### Sequential cells coloured by netlist name, run 1

The bar under the picture is 20 um long. Other sequential cells in the stronger grey, the rest of the logic in the fainter grey.
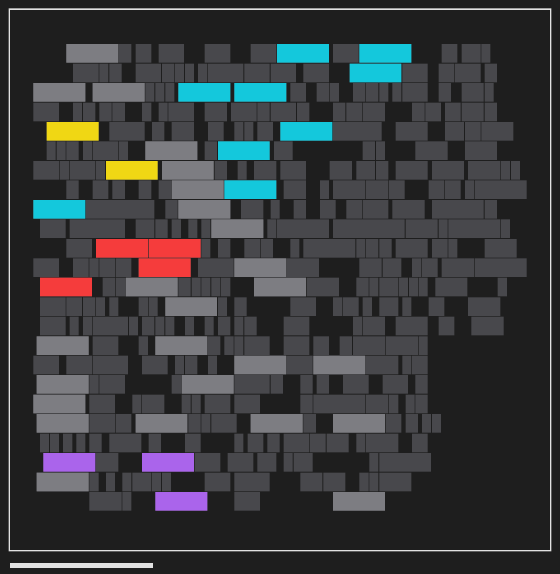
### Routed metal per tile, run 1

The die is cut into 15 by 15 equal tiles; dark blue is low, red is high, scaled to the fullest tile. Values are wire area over tile area, all layers added.
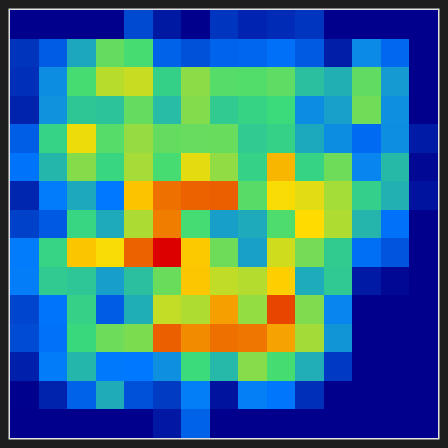
### Clock wires, drivers and flops, run 1

The bar under the picture is 20 um long.
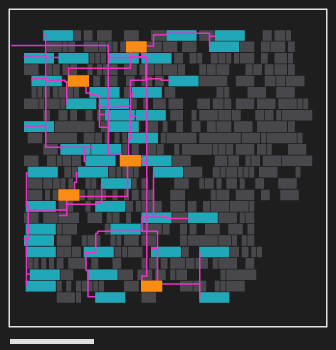
==> src/rtl/arith_pkg.sv <==
// Shared opcode/state types and opcode classification helpers for the arithmetic unit.
// Latency: none (types and pure functions only).
// Backpressure: not applicable.
package arith_pkg;

  typedef enum logic [2:0] {
    OP_ADD = 3'd0,
    OP_SUB = 3'd1,
    OP_MUL = 3'd2,
    OP_DIV = 3'd3,
    OP_MOD = 3'd4
  } op_e;

  typedef enum logic [1:0] {
    IDLE = 2'd0,
    DIV  = 2'd1,
    DONE = 2'd2
  } state_e;

  // DIV and MOD both go through the iterative divider.
  function automatic logic is_div_op(input logic [2:0] op);
    return (op == OP_DIV) || (op == OP_MOD);
  endfunction

  // Codes above OP_MOD are reserved and flagged as illegal.
  function automatic logic is_legal_op(input logic [2:0] op);
    return op <= OP_MOD;
  endfunction

endpackage

==> src/rtl/arith_divider.sv <==
// Restoring shift-subtract divider producing one quotient bit per cycle, MSB first.
// Latency: start at edge N, done pulse visible after edge N+WIDTH.
// Backpressure: none; results stay in the quotient/remainder registers until the next start.
module arith_divider #(
  parameter int WIDTH = 4
) (
  input  logic             clk,
  input  logic             rst,
  input  logic             start_i,
  input  logic [WIDTH-1:0] dividend_i,
  input  logic [WIDTH-1:0] divisor_i,
  output logic             busy_o,
  output logic             done_o,
  output logic [WIDTH-1:0] quotient_o,
  output logic [WIDTH-1:0] remainder_o,
  output logic             div0_o
);

  localparam int CW = $clog2(WIDTH + 1);

  logic [WIDTH-1:0] quot_q, quot_d;
  logic [WIDTH-1:0] rem_q, rem_d;
  logic [WIDTH-1:0] dvs_q, dvs_d;
  logic [CW-1:0]    cnt_q, cnt_d;
  logic             busy_q, busy_d;
  logic             done_q, done_d;
  logic             div0_q, div0_d;

  logic [WIDTH:0]   trial;
  logic [WIDTH:0]   diff;
  logic             ge;

  // One restoring step: bring down the next dividend bit, subtract if it fits.
  // A zero divisor always "fits", which naturally yields all-ones quotient and remainder=dividend.
  always_comb begin
    trial  = {rem_q, quot_q[WIDTH-1]};
    diff   = trial - {1'b0, dvs_q};
    ge     = trial >= {1'b0, dvs_q};
    quot_d = quot_q;
    rem_d  = rem_q;
    dvs_d  = dvs_q;
    cnt_d  = cnt_q;
    busy_d = busy_q;
    done_d = 1'b0;
    div0_d = div0_q;
    if (start_i) begin
      quot_d = dividend_i;
      rem_d  = '0;
      dvs_d  = divisor_i;
      div0_d = (divisor_i == '0);
      cnt_d  = CW'(WIDTH);
      busy_d = 1'b1;
    end else if (busy_q) begin
      rem_d  = ge ? diff[WIDTH-1:0] : trial[WIDTH-1:0];
      quot_d = {quot_q[WIDTH-2:0], ge};
      cnt_d  = cnt_q - CW'(1);
      if (cnt_q == CW'(1)) begin
        busy_d = 1'b0;
        done_d = 1'b1;
      end
    end
  end

  // Divider state registers; reset aborts any division in flight.
  always_ff @(posedge clk) begin
    if (rst) begin
      quot_q <= '0;
      rem_q  <= '0;
      dvs_q  <= '0;
      cnt_q  <= '0;
      busy_q <= 1'b0;
      done_q <= 1'b0;
      div0_q <= 1'b0;
    end else begin
      quot_q <= quot_d;
      rem_q  <= rem_d;
      dvs_q  <= dvs_d;
      cnt_q  <= cnt_d;
      busy_q <= busy_d;
      done_q <= done_d;
      div0_q <= div0_d;
    end
  end

  assign busy_o      = busy_q;
  assign done_o      = done_q;
  assign quotient_o  = quot_q;
  assign remainder_o = rem_q;
  assign div0_o      = div0_q;

endmodule

==> src/rtl/seq_arith_unit.sv <==
// Handshaked ADD/SUB/MUL/DIV/MOD unit with registered result and div0/op_err flags.
// Latency: accept at edge N -> out_valid after N+1 (ADD/SUB/MUL/illegal) or N+WIDTH+1 (DIV/MOD).
// Backpressure: result and flags hold in DONE until out_ready; no new accept until after that handshake.
module seq_arith_unit
  import arith_pkg::*;
#(
  parameter int WIDTH = 4,
  parameter int RES_W = 2 * WIDTH + 1
) (
  input  logic             clk,
  input  logic             rst,
  input  logic             in_valid,
  output logic             in_ready,
  input  logic [2:0]       op,
  input  logic [WIDTH-1:0] a,
  input  logic [WIDTH-1:0] b,
  output logic             out_valid,
  input  logic             out_ready,
  output logic [RES_W-1:0] result,
  output logic             div0,
  output logic             op_err
);

  state_e           state_q, state_d;
  logic             pend_q, pend_d;
  logic [2:0]       op_q, op_d;
  logic [WIDTH-1:0] a_q, a_d;
  logic [WIDTH-1:0] b_q, b_d;
  logic [RES_W-1:0] result_q, result_d;
  logic             div0_q, div0_d;
  logic             op_err_q, op_err_d;

  logic             accept;
  logic             dv_busy, dv_done, dv_div0;
  logic [WIDTH-1:0] dv_quot, dv_rem;
  logic [RES_W-1:0] a_x, b_x, alu_res;

  localparam int PAD = RES_W - WIDTH;

  // pend_q covers the single operand-latch cycle of the one-cycle ops.
  assign in_ready  = (state_q == IDLE) && !pend_q && !dv_busy;
  assign accept    = in_valid && in_ready;
  assign out_valid = (state_q == DONE);
  assign result    = result_q;
  assign div0      = div0_q;
  assign op_err    = op_err_q;

  // The divider takes its operands straight from the port on the accept edge.
  arith_divider #(.WIDTH(WIDTH)) u_div (
    .clk         (clk),
    .rst         (rst),
    .start_i     (accept && is_div_op(op)),
    .dividend_i  (a),
    .divisor_i   (b),
    .busy_o      (dv_busy),
    .done_o      (dv_done),
    .quotient_o  (dv_quot),
    .remainder_o (dv_rem),
    .div0_o      (dv_div0)
  );

  // Single-cycle datapath on the latched, zero-extended operands; wraps modulo 2^RES_W.
  always_comb begin
    a_x     = {{PAD{1'b0}}, a_q};
    b_x     = {{PAD{1'b0}}, b_q};
    alu_res = '0;
    case (op_q)
      OP_ADD:  alu_res = a_x + b_x;
      OP_SUB:  alu_res = a_x - b_x;
      OP_MUL:  alu_res = a_x * b_x;
      default: alu_res = '0;
    endcase
  end

  // Control FSM next-state, operand latch and result/flag capture.
  always_comb begin
    state_d  = state_q;
    pend_d   = pend_q;
    op_d     = op_q;
    a_d      = a_q;
    b_d      = b_q;
    result_d = result_q;
    div0_d   = div0_q;
    op_err_d = op_err_q;
    case (state_q)
      IDLE: begin
        if (pend_q) begin
          pend_d   = 1'b0;
          result_d = alu_res;
          op_err_d = !is_legal_op(op_q);
          div0_d   = 1'b0;
          state_d  = DONE;
        end else if (accept) begin
          op_d     = op;
          a_d      = a;
          b_d      = b;
          result_d = '0;
          div0_d   = 1'b0;
          op_err_d = 1'b0;
          if (is_div_op(op)) state_d = DIV;
          else               pend_d  = 1'b1;
        end
      end
      DIV: begin
        if (dv_done) begin
          result_d = (op_q == OP_DIV) ? {{PAD{1'b0}}, dv_quot} : {{PAD{1'b0}}, dv_rem};
          div0_d   = dv_div0;
          state_d  = DONE;
        end
      end
      DONE: begin
        if (out_ready) state_d = IDLE;
      end
      default: state_d = IDLE;
    endcase
  end

  // State and datapath registers with synchronous reset.
  always_ff @(posedge clk) begin
    if (rst) begin
      state_q  <= IDLE;
      pend_q   <= 1'b0;
      op_q     <= '0;
      a_q      <= '0;
      b_q      <= '0;
      result_q <= '0;
      div0_q   <= 1'b0;
      op_err_q <= 1'b0;
    end else begin
      state_q  <= state_d;
      pend_q   <= pend_d;
      op_q     <= op_d;
      a_q      <= a_d;
      b_q      <= b_d;
      result_q <= result_d;
      div0_q   <= div0_d;
      op_err_q <= op_err_d;
    end
  end

endmodule

==> config.mk <==
export PLATFORM = sky130hd
export DESIGN_NAME = seq_arith_unit
export DESIGN_NICKNAME = d
export VERILOG_FILES = /design/src/rtl/arith_pkg.sv /design/src/rtl/arith_divider.sv /design/src/rtl/seq_arith_unit.sv
export SDC_FILE = /design/constraint.sdc
export NUM_CORES = 1
export LEC_CHECK = 0
export CORE_MARGIN = 3
export CORE_UTILIZATION = 59
export DETAILED_ROUTE_END_ITERATION = 16
export HOLD_SLACK_MARGIN = 0.06
export MAX_ROUTING_LAYER = met4
export PLACE_DENSITY = 0.82
export SLEW_MARGIN = 20
export SYNTH_ARGS = -nofsm -noshare
export SYNTH_HDL_FRONTEND = slang
export SYNTH_HIERARCHICAL = 1
export SYNTH_SLANG_ARGS = --single-unit
export TNS_END_PERCENT = 1
==> constraint.sdc <==
create_clock -name clk -period 6.5 [get_ports clk]
set_input_delay 0.975 -clock clk [delete_from_list [all_inputs] [get_ports clk]]
set_output_delay 0.975 -clock clk [all_outputs]
set_load 0.01 [all_outputs]
==> impl_metrics.tcl, run 1 <==
# yosys + openroad results
set metrics [dict create \
    dp_slack_ps 3090 \
    cts_resized 0 \
    hp-start "result[6]" \
    start_kind "input port" \
    nets 405 \
    most-common-layout-cells "dfxtp_1, nor2_1, nand2_1" \
    place_area_mm2 0.00310 \
    top_area_share_pct 30.3 \
    cts_root_buf "clkbuf_8" \
    synth_area_leader_cell "dfxtp_1" \
    setup_tns_ps 0 \
    async_flop_share_pct 0 \
    postCtsSetupBuffers 0 \
    yosys_warnings 6 \
    status "finished, final reports clean" \
    dieArea_mm2 0.00569 \
    clock_sinks 43 \
    die.size.y_um 75.4 \
    dr.pass1.iters 4 \
    setup_viol 0 \
    ir_drop_mv 0.156 \
    worstHoldEndpoint "result[6]" \
    antenna_cells 0 \
    leakage_nw 1.31 \
    worstHoldPathCells 2 \
    slew_headroom_pct 27.0 \
    reg2reg_to "result[6]" \
    viasPerCell 5.90 \
    antenna_found_initial 0 \
    r2r_slack_ps 3450 \
    crit_start "in_valid" \
    crit_required_ps 6680 \
    synth-edff-count 0 \
    place_congestion 0.888 \
    final_hold_viol_count 0 \
    warnings 31 \
    netlist_area_mm2 0.00284 \
    whs_ps 456 \
    setup_slack_ps 3350 \
    syn_area_per_cell_um2 8.44 \
    logic_area_mm2 0.00181 \
    port_buffers 27 \
    syn_inst 337 \
    worstPathArrival_ps 3330 \
    fillCellCount 343 \
    cts_tree "done" \
    design_area_mm2 0.00320 \
    area_growth_pct 12.6 \
    cts.htree.levels 2 \
    period_minus_slack_ps 3150 \
    clockBufferDepth 2 \
    ys_area_mm2 0.00284 \
    ys_seq_share_pct 30.3 \
    ctsHoldBuffers 0 \
    drive_above_1_share_pct 4.19 \
    r2r_cells 11 \
    initialDrtViolationCount 161 \
    core.rowCount 24 \
    hpwl_mm 4.92 \
    postRouteAntennaNets 0 \
    most_common_cell "dfxtp_1" \
    grt_max_degree 39 \
    finalClockPeriodUsage_pct 48.4 \
    path_clk_slew_ps 80 \
    maxCapViolations 0 \
    total_power_mw 0.629 \
    rsz0062_at_grt "no" \
    stdcell_count 410 \
    ys.flops 43 \
    final_max_slew_viol_count 0 \
    grt_pass1_vias 2343 \
    coreArea_mm2 0.00450 \
    area_leaders "dfxtp_1, ha_1, a21oi_1" \
]
-- 'Sequential cells coloured by netlist name' (at the start) --
cyan -> result  # sequential cells 9, where top centre
purple -> u_div/cnt_q  # sequential cells 3
red -> b_q  # sequential cells 4, where middle left
yellow -> state_q  # sequential cells 2
fin util: 71.1%
seq pwr: 0.303 mW
register area: 861 um^2
flop share of the area: 26.9%

-- 'Routed metal per tile' (at the start) --
nearly empty tiles = 20%
densest ninth of the die = centre
fullest tile = 0.52
tiles over half the peak = 31%
Total Wirelength: 6.46 mm
vias post-DR: 2,420
total track usage: 25.7%
WL/cell: 15.8 um

-- 'Clock wires, drivers and flops' (at the start) --
cyan -> flip-flops  # count 43
orange -> clock-net drivers  # count 5
magenta -> clock wires  # length 509 um
routed clock nets = 6
Clk power: 0.186 mW
Clk pwr share: 29.6%

[run 1: critical path, cell delays in order]
cell,delay (ps)
clkdlybuf4s50_1,480
nand2_1,230
nor2_1,910
nor2_1,340
nand3_1,170
or3_1,130
nand3_1,80
[run 1: cells by family after synthesis]
| group | after synthesis | synth area share [%] |
|---|---|---|
| adder cells (fa/ha/maj) | 33 | 16.4 |
| buffers and inverters | 40 | 6.25 |
| flip-flops | 43 | 30.3 |
| XOR/XNOR | 8 | 2.46 |
| multiplexers | 15 | 5.28 |
| AND/OR/NAND/NOR | 122 | 21.3 |
| AND-OR/OR-AND | 76 | 18.0 |
[run 1: cell type report]
| cell class | instances | share of cell area [%] |
|---|---|---|
| Inverter | 25 | 2.93 |
| Sequential cell | 43 | 26.9 |
| Multi-Input combinational cell | 254 | 56.4 |
| Tap cell | 52 | 2.03 |
| Timing Repair Buffer | 28 | 8.67 |
| Clock buffer | 8 | 3.13 |
[run 1: flip-flops by register name, summed over array words and instances, names as in the netlist]
name,count
result,9
a_q,4
b_q,4
u_div/dvs_q,4
u_div/quotient_o,4
u_div/remainder_o,4
op_q,3
u_div/cnt_q,3
state_q,2
div0,1
op_err,1
pend_q,1
u_div/busy_o,1
u_div/div0_o,1
u_div/done_o,1
[run 1: power by group]
group	switching, mW	internal [mW]
logic	0.0787	0.0611
clock network	0.0890	0.0969
registers	0.0262	0.277
[run 1: layer usage]
| metal | up-vias | share of wire, % | GRT usage [%] |
|---|---|---|---|
| li1 | 1209 | - | - |
| met1 | 1136 | 43 | 32.4 |
| met2 | 64 | 49 | 41.0 |
| met3 | 11 | 5.3 | 4.75 |
| met4 | 0 | 2.0 | 9.32 |
| met5 | - | 0 | - |
### Cell placement, run 1

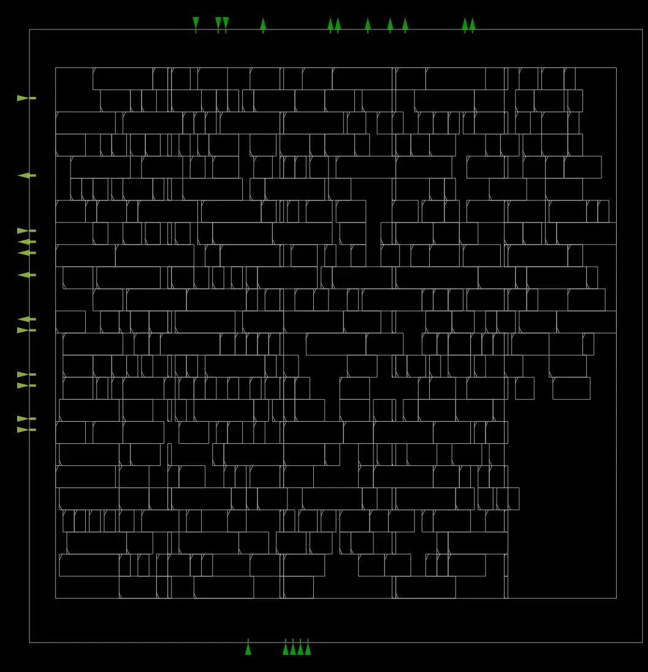

==> run 2: changes to the inputs <==
Settings changed: CORE_UTILIZATION 59 to 52, PLACE_DENSITY 0.82 to 0.77.
Clock period 6.5 ns to 2.8 ns, I/O delays scaled along.
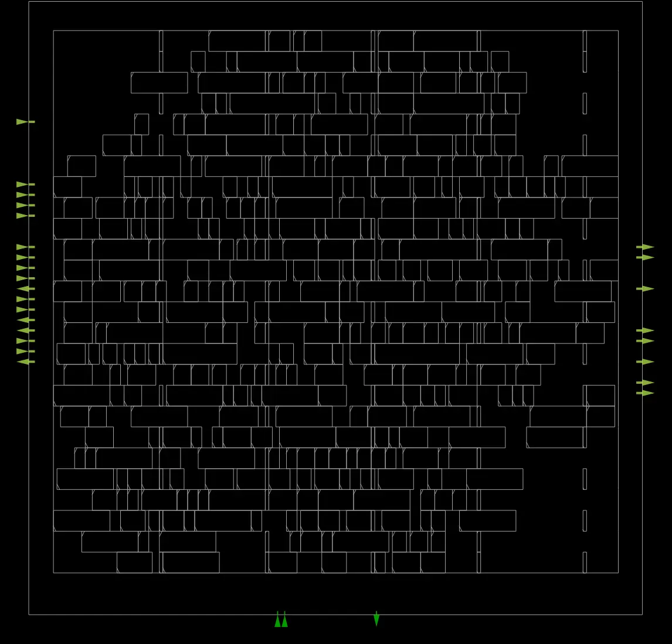
*Cell placement, run 2*
well tap count: 70
fill cell count: 457
fin util: 65.0%
flop share of the area: 25.7%
Flops: 43

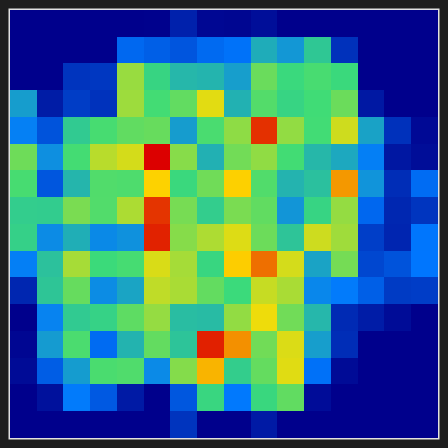
*Routed metal per tile, run 2*
The die is cut into 16 by 16 equal tiles; dark blue is low, red is high, scaled to the fullest tile. Values are wire area over tile area, all layers added.
nearly empty tiles = 23%
mean over tiles = 0.16
tiles over half the peak = 32%
densest ninth of the die = centre
fullest tile = 0.49
emptiest ninth of the die = lower right
WL/cell: 14.7 um
Total Wirelength: 6.48 mm
vias post-DR: 2,423
total track usage: 22.8%

==> run 2 against run 1 <==
Clock power rose to 3.3 times the previous value; worst setup slack worse by 3200 ps; largest cell class unchanged; via count increased by 0.12%; critical path depth up 3; sequential cell count stayed put; cell area rose by 5.5%; routed wire length is 0.20% higher; critical path type is now reg2reg; clock-buffer cell count shrank 3; non-clock buffer count rose by 12; sequential share of layout area fell by 1.2 points; first-iteration DRC count shrank 23%.
==> impl_metrics.tcl, run 2 <==
# yosys + openroad results
set metrics [dict create \
    warnings 31 \
    cts_tree "done" \
    worstPathArrival_ps 2830 \
    drive_above_1_share_pct 10.0 \
    design_area_mm2 0.00338 \
    place_area_mm2 0.00322 \
    ys_seq_share_pct 30.3 \
    setup_tns_ps 0 \
    largest_reg_flops 9 \
    grt_max_degree 27 \
    ir_drop_mv 0.286 \
    ys.flop_type "dfxtp_1" \
    rsz0062_at_grt "no" \
    finalClockPeriodUsage_pct 93.8 \
    die.size.y_um 80.0 \
    drc 0 \
    coreArea_mm2 0.00520 \
    antenna_found_initial 0 \
    dr.pass1.iters 4 \
    cts_root_buf "clkbuf_8" \
    synth-edff-count 0 \
    maxCapViolations 0 \
    ys.flops 43 \
    cts_resized 2 \
    slew_headroom_pct 58.1 \
    clockBufferDepth 2 \
    setup_viol 0 \
    top_area_share_pct 30.3 \
    cp_max_fo 5 \
    ios 28 \
    antenna_cells 0 \
    dieArea_mm2 0.00639 \
    area_growth_pct 18.9 \
    critical_path_class "reg2reg" \
    most_common_cell "dfxtp_1" \
    final_hold_viol_count 0 \
    netlist_area_mm2 0.00284 \
    path_clk_slew_ps 90 \
    async_flop_share_pct 0 \
    core.rowCount 26 \
    postCtsSetupBuffers 0 \
    leakage_nw 1.39 \
    ctsHoldBuffers 0 \
    status "finished, final reports clean" \
    fp_nets 385 \
    start_kind "flop" \
    crit_required_ps 3000 \
    nets 417 \
    numCtsBuffers 5 \
    grt_pass1_vias 2330 \
    synth_area_leader_cell "dfxtp_1" \
    syn_inst 337 \
    clock_sinks 43 \
    most-common-layout-cells "dfxtp_1, nor2_1, nand2_1" \
    total_power_mw 1.66 \
    syn_area_per_cell_um2 8.44 \
    yosys_warnings 6 \
    area_leaders "dfxtp_1, ha_1, a21oi_1" \
    initialDrtViolationCount 124 \
    hpwl_mm 4.95 \
    period_minus_slack_ps 2630 \
    place_congestion 0.940 \
    cts.htree.levels 2 \
]
[run 2: cell counts after synthesis]
Identical to the previous run, type by type.
[run 2: worst paths after layout]
| kind | cells past startpoint | from | slack, ps | end |
|---|---|---|---|---|
| setup / recovery | 10 | b_q[3] | 170 | result[6] |
| hold / removal | 2 | result[6] | 450 | result[6] |
| setup reg to reg | 10 | b_q[3] | 170 | result[6] |
| hold reg to reg | 2 | result[6] | 450 | result[6] |
[run 2: worst max-delay path: stages, from the launching register on]
cell	delay, ps
dfxtp_1	320
buf_4	140
and2_1	150
fa_1	480
ha_1	350
ha_4	270
nor2b_1	130
o21a_1	170
or3_1	300
a31oi_1	170
o21ai_1	70
[run 2: cells by family after synthesis]
logic type                 Yosys count  share of synthesized area, %
DFF                                 43                          30.3
and+or+nand+nor                    122                          21.3
AOI/OAI and AO/OA                   76                          18.0
buffers and inverters               40                          6.25
xor gates and xnor gates             8                          2.46
adders and majority gates           33                          16.4
muxes                               15                          5.28
[run 2: metrics by stage]
step                std cells  worst slack, ps
global placement          432             60.1
global route              440             9.64
CTS                       440             4.52
finish                    440              174
detailed placement        432            -39.0
floorplan                 337             6.19
[run 2: routing by layer]
layer / wire, um / up-vias / global-route usage, %
met4: 51 / 0 / 7.26
met5: 0 / - / -
met2: 3070 / 57 / 33.9
met3: 320 / 8 / 4.85
met1: 3040 / 1126 / 30.8
li1: - / 1232 / -
[run 2: where the power goes]
| part | switching (mW) | internal, mW |
|---|---|---|
| sequential | 0.0372 | 0.644 |
| clock | 0.244 | 0.362 |
| combinational | 0.211 | 0.159 |
| total | 0.492 | 1.17 |
[run 2: area by class of cell]
cell class              count  area [um^2]
well taps                  70         87.6
fillers                   457         1820
inverters                  25         93.8
repair buffers             40          368
clock buffers               5         68.8
clock inverters             3         71.3
flip-flops and latches     43          868
multi-input cells         254         1820
Power is estimated from default activity; no workload was simulated.
